$ cat config.mk
export PLATFORM = sky130hd
export DESIGN_NAME = mem_port_arbiter
export DESIGN_NICKNAME = d
export VERILOG_FILES = /design/src/rtl/mem_port_arbiter.sv
export SDC_FILE = /design/constraint.sdc
export NUM_CORES = 1
export LEC_CHECK = 0
export CORE_UTILIZATION = 43
export CTS_BUF_LIST = sky130_fd_sc_hd__clkbuf_4
export CTS_CLUSTER_DIAMETER = 60
export CTS_CLUSTER_SIZE = 24
export DETAILED_ROUTE_END_ITERATION = 6
export GPL_ROUTABILITY_DRIVEN = 0
export MAX_ROUTING_LAYER = met4
export PLACE_DENSITY = 0.82
export SLEW_MARGIN = 20
export SYNTH_ARGS = -nofsm -noshare
export SYNTH_HDL_FRONTEND = slang
export SYNTH_SLANG_ARGS = --single-unit
$ cat constraint.sdc
create_clock -name Clk -period 2.7 [get_ports Clk]
set_input_delay 0.405 -clock Clk [delete_from_list [all_inputs] [get_ports Clk]]
set_output_delay 0.405 -clock Clk [all_outputs]
set_load 0.005 [all_outputs]
$ cat src/rtl/mem_port_arbiter.sv
// mem_port_arbiter: shares one MFA/MFC memory port between instruction fetch (requester 0)
// and data load/store (requester 1), sequencing a four-phase handshake with timeout abort.
module mem_port_arbiter #(
  parameter int ADDR_W         = 32,
  parameter int DATA_W         = 32,
  parameter int TIMEOUT_CYCLES = 16,
  parameter int DATA_PRIORITY  = 0
) (
  input  logic              Clk,
  input  logic              Reset,
  input  logic              REQ0,
  input  logic [ADDR_W-1:0] ADDR0,
  input  logic              REQ1,
  input  logic [ADDR_W-1:0] ADDR1,
  input  logic [DATA_W-1:0] WDATA1,
  input  logic              RW1,
  input  logic              WB1,
  output logic              ACK0,
  output logic              ACK1,
  output logic [DATA_W-1:0] RDATA,
  output logic              TIMEOUT,
  output logic              BUSY,
  output logic              MFA,
  output logic              READ_WRITE,
  output logic              WORD_BYTE,
  output logic [ADDR_W-1:0] MEM_ADDR,
  output logic [DATA_W-1:0] MEM_WDATA,
  input  logic [DATA_W-1:0] MEM_RDATA,
  input  logic              MFC
);
  localparam int               CNT_W    = $clog2(TIMEOUT_CYCLES) + 1;
  localparam logic [CNT_W-1:0] CNT_LAST = CNT_W'(TIMEOUT_CYCLES - 1);

  typedef enum logic [1:0] {
    S_IDLE    = 2'd0,
    S_WAIT    = 2'd1,
    S_RELEASE = 2'd2
  } state_t;

  state_t            state_q;
  logic [CNT_W-1:0]  cnt_q;
  logic              last_grant_q, owner_q;
  logic              ack0_q, ack1_q, timeout_q, busy_q, mfa_q, rw_q, wb_q;
  logic [ADDR_W-1:0] addr_q;
  logic [DATA_W-1:0] wdata_q, rdata_q;

  logic              grant_d, pick_d, rw_d, wb_d;
  logic [ADDR_W-1:0] addr_sel, addr_d;
  logic [DATA_W-1:0] wdata_d, rdata_d;

  always_comb begin
    grant_d = !MFC && (REQ0 || REQ1);
    if (REQ0 && REQ1) pick_d = (DATA_PRIORITY != 0) ? 1'b1 : ~last_grant_q;
    else              pick_d = REQ1;
    addr_sel = pick_d ? ADDR1 : ADDR0;
    // Fetch is always a word read; only the data requester can write or go byte-wide.
    rw_d     = pick_d ? RW1 : 1'b1;
    wb_d     = pick_d ? WB1 : 1'b1;
    wdata_d  = (pick_d && !RW1) ? WDATA1 : '0;
    addr_d   = wb_d ? {addr_sel[ADDR_W-1:2], 2'b00} : addr_sel;
    rdata_d  = wb_q ? MEM_RDATA : DATA_W'(MEM_RDATA[7:0]);
  end

  always_ff @(posedge Clk or negedge Reset) begin
    if (!Reset) begin
      state_q      <= S_IDLE;
      cnt_q        <= '0;
      last_grant_q <= 1'b1;
      owner_q      <= 1'b0;
      ack0_q       <= 1'b0;
      ack1_q       <= 1'b0;
      timeout_q    <= 1'b0;
      busy_q       <= 1'b0;
      mfa_q        <= 1'b0;
      rw_q         <= 1'b0;
      wb_q         <= 1'b0;
      addr_q       <= '0;
      wdata_q      <= '0;
      rdata_q      <= '0;
    end else begin
      ack0_q    <= 1'b0;
      ack1_q    <= 1'b0;
      timeout_q <= 1'b0;
      case (state_q)
        S_IDLE: begin
          if (grant_d) begin
            state_q      <= S_WAIT;
            busy_q       <= 1'b1;
            mfa_q        <= 1'b1;
            owner_q      <= pick_d;
            last_grant_q <= pick_d;
            cnt_q        <= '0;
            addr_q       <= addr_d;
            rw_q         <= rw_d;
            wb_q         <= wb_d;
            wdata_q      <= wdata_d;
          end
        end
        S_WAIT: begin
          if (MFC) begin
            state_q <= S_RELEASE;
            mfa_q   <= 1'b0;
            ack0_q  <= ~owner_q;
            ack1_q  <= owner_q;
            if (rw_q) rdata_q <= rdata_d;
          end else if (cnt_q == CNT_LAST) begin
            state_q   <= S_RELEASE;
            mfa_q     <= 1'b0;
            ack0_q    <= ~owner_q;
            ack1_q    <= owner_q;
            timeout_q <= 1'b1;
          end else begin
            cnt_q <= cnt_q + CNT_W'(1);
          end
        end
        S_RELEASE: begin
          if (!MFC) begin
            state_q <= S_IDLE;
            busy_q  <= 1'b0;
          end
        end
        default: state_q <= S_IDLE;
      endcase
    end
  end

  assign ACK0       = ack0_q;
  assign ACK1       = ack1_q;
  assign TIMEOUT    = timeout_q;
  assign BUSY       = busy_q;
  assign MFA        = mfa_q;
  assign READ_WRITE = rw_q;
  assign WORD_BYTE  = wb_q;
  assign MEM_ADDR   = addr_q;
  assign MEM_WDATA  = wdata_q;
  assign RDATA      = rdata_q;

endmodule
==> results.toml <==
# yosys + openroad results
[min_path]
min_path_type = "reg -> reg"

[detailed_routing]
drc = 20
routedWlPerCell_um = 16.6
firstDrtPassIters = 6
wirelength_mm = 12.9

[floorplan]
fp.dieW_um = 112
num_io_pins = 238
rows = 39
dieArea_um2 = 12600

[critical_path]
critPathArrivalTime_ns = 1.63
crit_path_start_kind = "register"

[sta]
setup_viol = 0
fin_tns_setup_ns = 0
fin_ws_ns = 0.669

[logic_synthesis]
top_area_cell = "dfrtp_1"
ys_chip_area_um2 = 5210
async_flop_share = 1.00
synth_area_um2 = 5210
yosys-top-cells-count = "dfrtp_1, mux2_2, nand2_1, mux2_4, nor3b_1"

[power]
p_int_mw = 3.76
pwr-share-comb = 0.390
clkPwrFrac = 0.150
p_switching_mw = 1.43

[global_routing]
grt_pass1_vias = 4104
met2_usage = 0.364

[flow_run]
drv_cap = 0

[outcome]
status = "finished, violations left"
violations = "design-rule violations"

[placement]
numPortBuffers = 235

[finish]
finalNetCount = 764

[clocking]
clk_pin_slew_ns = 0.15
==> power groups by stage <==
stage          sequential (mW)  combinational [mW]  clock, mW
4_1_cts                   2.39                2.05      0.808
3_5_place_dp              2.43                2.04          0
3_3_place_gp              2.39                2.00          0
5_1_grt                   2.45                2.17      0.865
6_report                  2.39                2.03      0.777
2_1_floorplan             2.43               0.758          0
==> registers in the layout, summed over array words and instances, names as in the netlist <==
| signal | cells |
|---|---|
| TIMEOUT | 1 |
| WORD_BYTE | 1 |
| BUSY | 1 |
| MFA | 1 |
| cnt_q | 5 |
| MEM_WDATA | 32 |
| owner_q | 1 |
| READ_WRITE | 1 |
| last_grant_q | 1 |
| ACK0 | 1 |
| RDATA | 32 |
| state_q | 2 |
| MEM_ADDR | 32 |
| ACK1 | 1 |
==> worst paths after layout <==
path                                       start                  endpoint  slack [ns]  cells after the start
hold / removal               owner_q$_DFFE_PN0P_            ACK0$_DFF_PN0_        0.45                      1
max in group asynchronous                  Reset  MEM_WDATA[6]$_DFFE_PN0P_        1.51                      3
setup reg to reg            cnt_q[0]$_DFFE_PN0P_      cnt_q[2]$_DFFE_PN0P_        0.68                      6
hold reg to reg              owner_q$_DFFE_PN0P_            ACK0$_DFF_PN0_        0.45                      1
setup / recovery           WORD_BYTE$_DFFE_PN0P_                 WORD_BYTE        0.67                      2
min in group asynchronous                  Reset  MEM_WDATA[9]$_DFFE_PN0P_        0.48                      2
==> routing by layer <==
metal	routed length, µm	vias to the layer above	share of wire
met1	5160	1882	0.40
met3	1010	25	0.079
li1	-	1838	-
met4	299	0	0.023
met5	0	-	0
met2	6390	172	0.50
==> layout make-up <==
type | instances | share of cell area
repair buffers | 246 | 0.319
flip-flops and latches | 112 | 0.360
clock inverters | 6 | 0.00659
inverters | 6 | 0.00289
multi-input cells | 252 | 0.279
well taps | 143 | 0.0230
clock buffers | 9 | 0.00868
==> per-stage QoR <==
step                       util  cell area [µm²]  instances  hold slack (ns)
final                     0.670             7780        774            0.450
after detailed placement  0.659             7650        758            0.437
after floorplan               -             5210        401            0.109
after global placement    0.659             7650        758            0.414
after CTS                 0.670             7780        774            0.456
after global routing      0.670             7780        774            0.478
==> worst max-delay path, delay by kind of cell (launching register included) <==
family / cells / cell delay [ns]
buffers and inverters: 2 / 0.83
flip-flops: 1 / 0.35
==> logic make-up (layout without fill, tap and decap cells) <==
family | count (synthesis) | in the layout | share of synthesized area
muxes | 106 | 106 | 0.257
buffers and inverters | 37 | 267 | 0.0447
AOI/OAI and AO/OA | 39 | 39 | 0.0442
adders and majority gates | 2 | 2 | 0.00480
and+or+nand+nor | 105 | 105 | 0.111
DFF | 112 | 112 | 0.538
==> timing repair <==
item                                   4_1_cts  5_1_grt
endpoints found under the hold margin       43        0
resized                                      0        0
hold buffers                                 1        0
setup buffers                                0        0
Cell area per tile:
Bar = 20 µm. The die is cut into 11 by 11 equal tiles; dark blue is low, red is high, 0 to 100% covered.
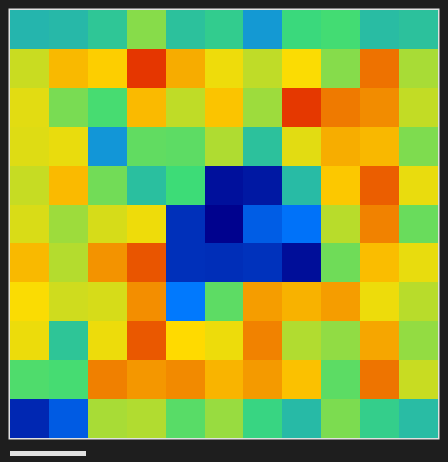
tiles over 75% full: 29%
fullest tile: 94%
nearly empty tiles: 0.80%
mean over tiles: 61%
emptiest ninth of the die: centre
CORE AREA: 11600 µm²
Core Util at FP: 0.448
Finished Core Util: 0.670

Congestion heat map:
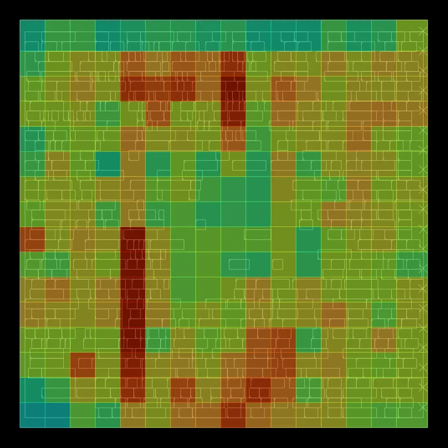
Global Route Usage Sum: 0.217
grt peak-use layer: met2

No activity file was given, so power comes from the tool's default toggle rates.
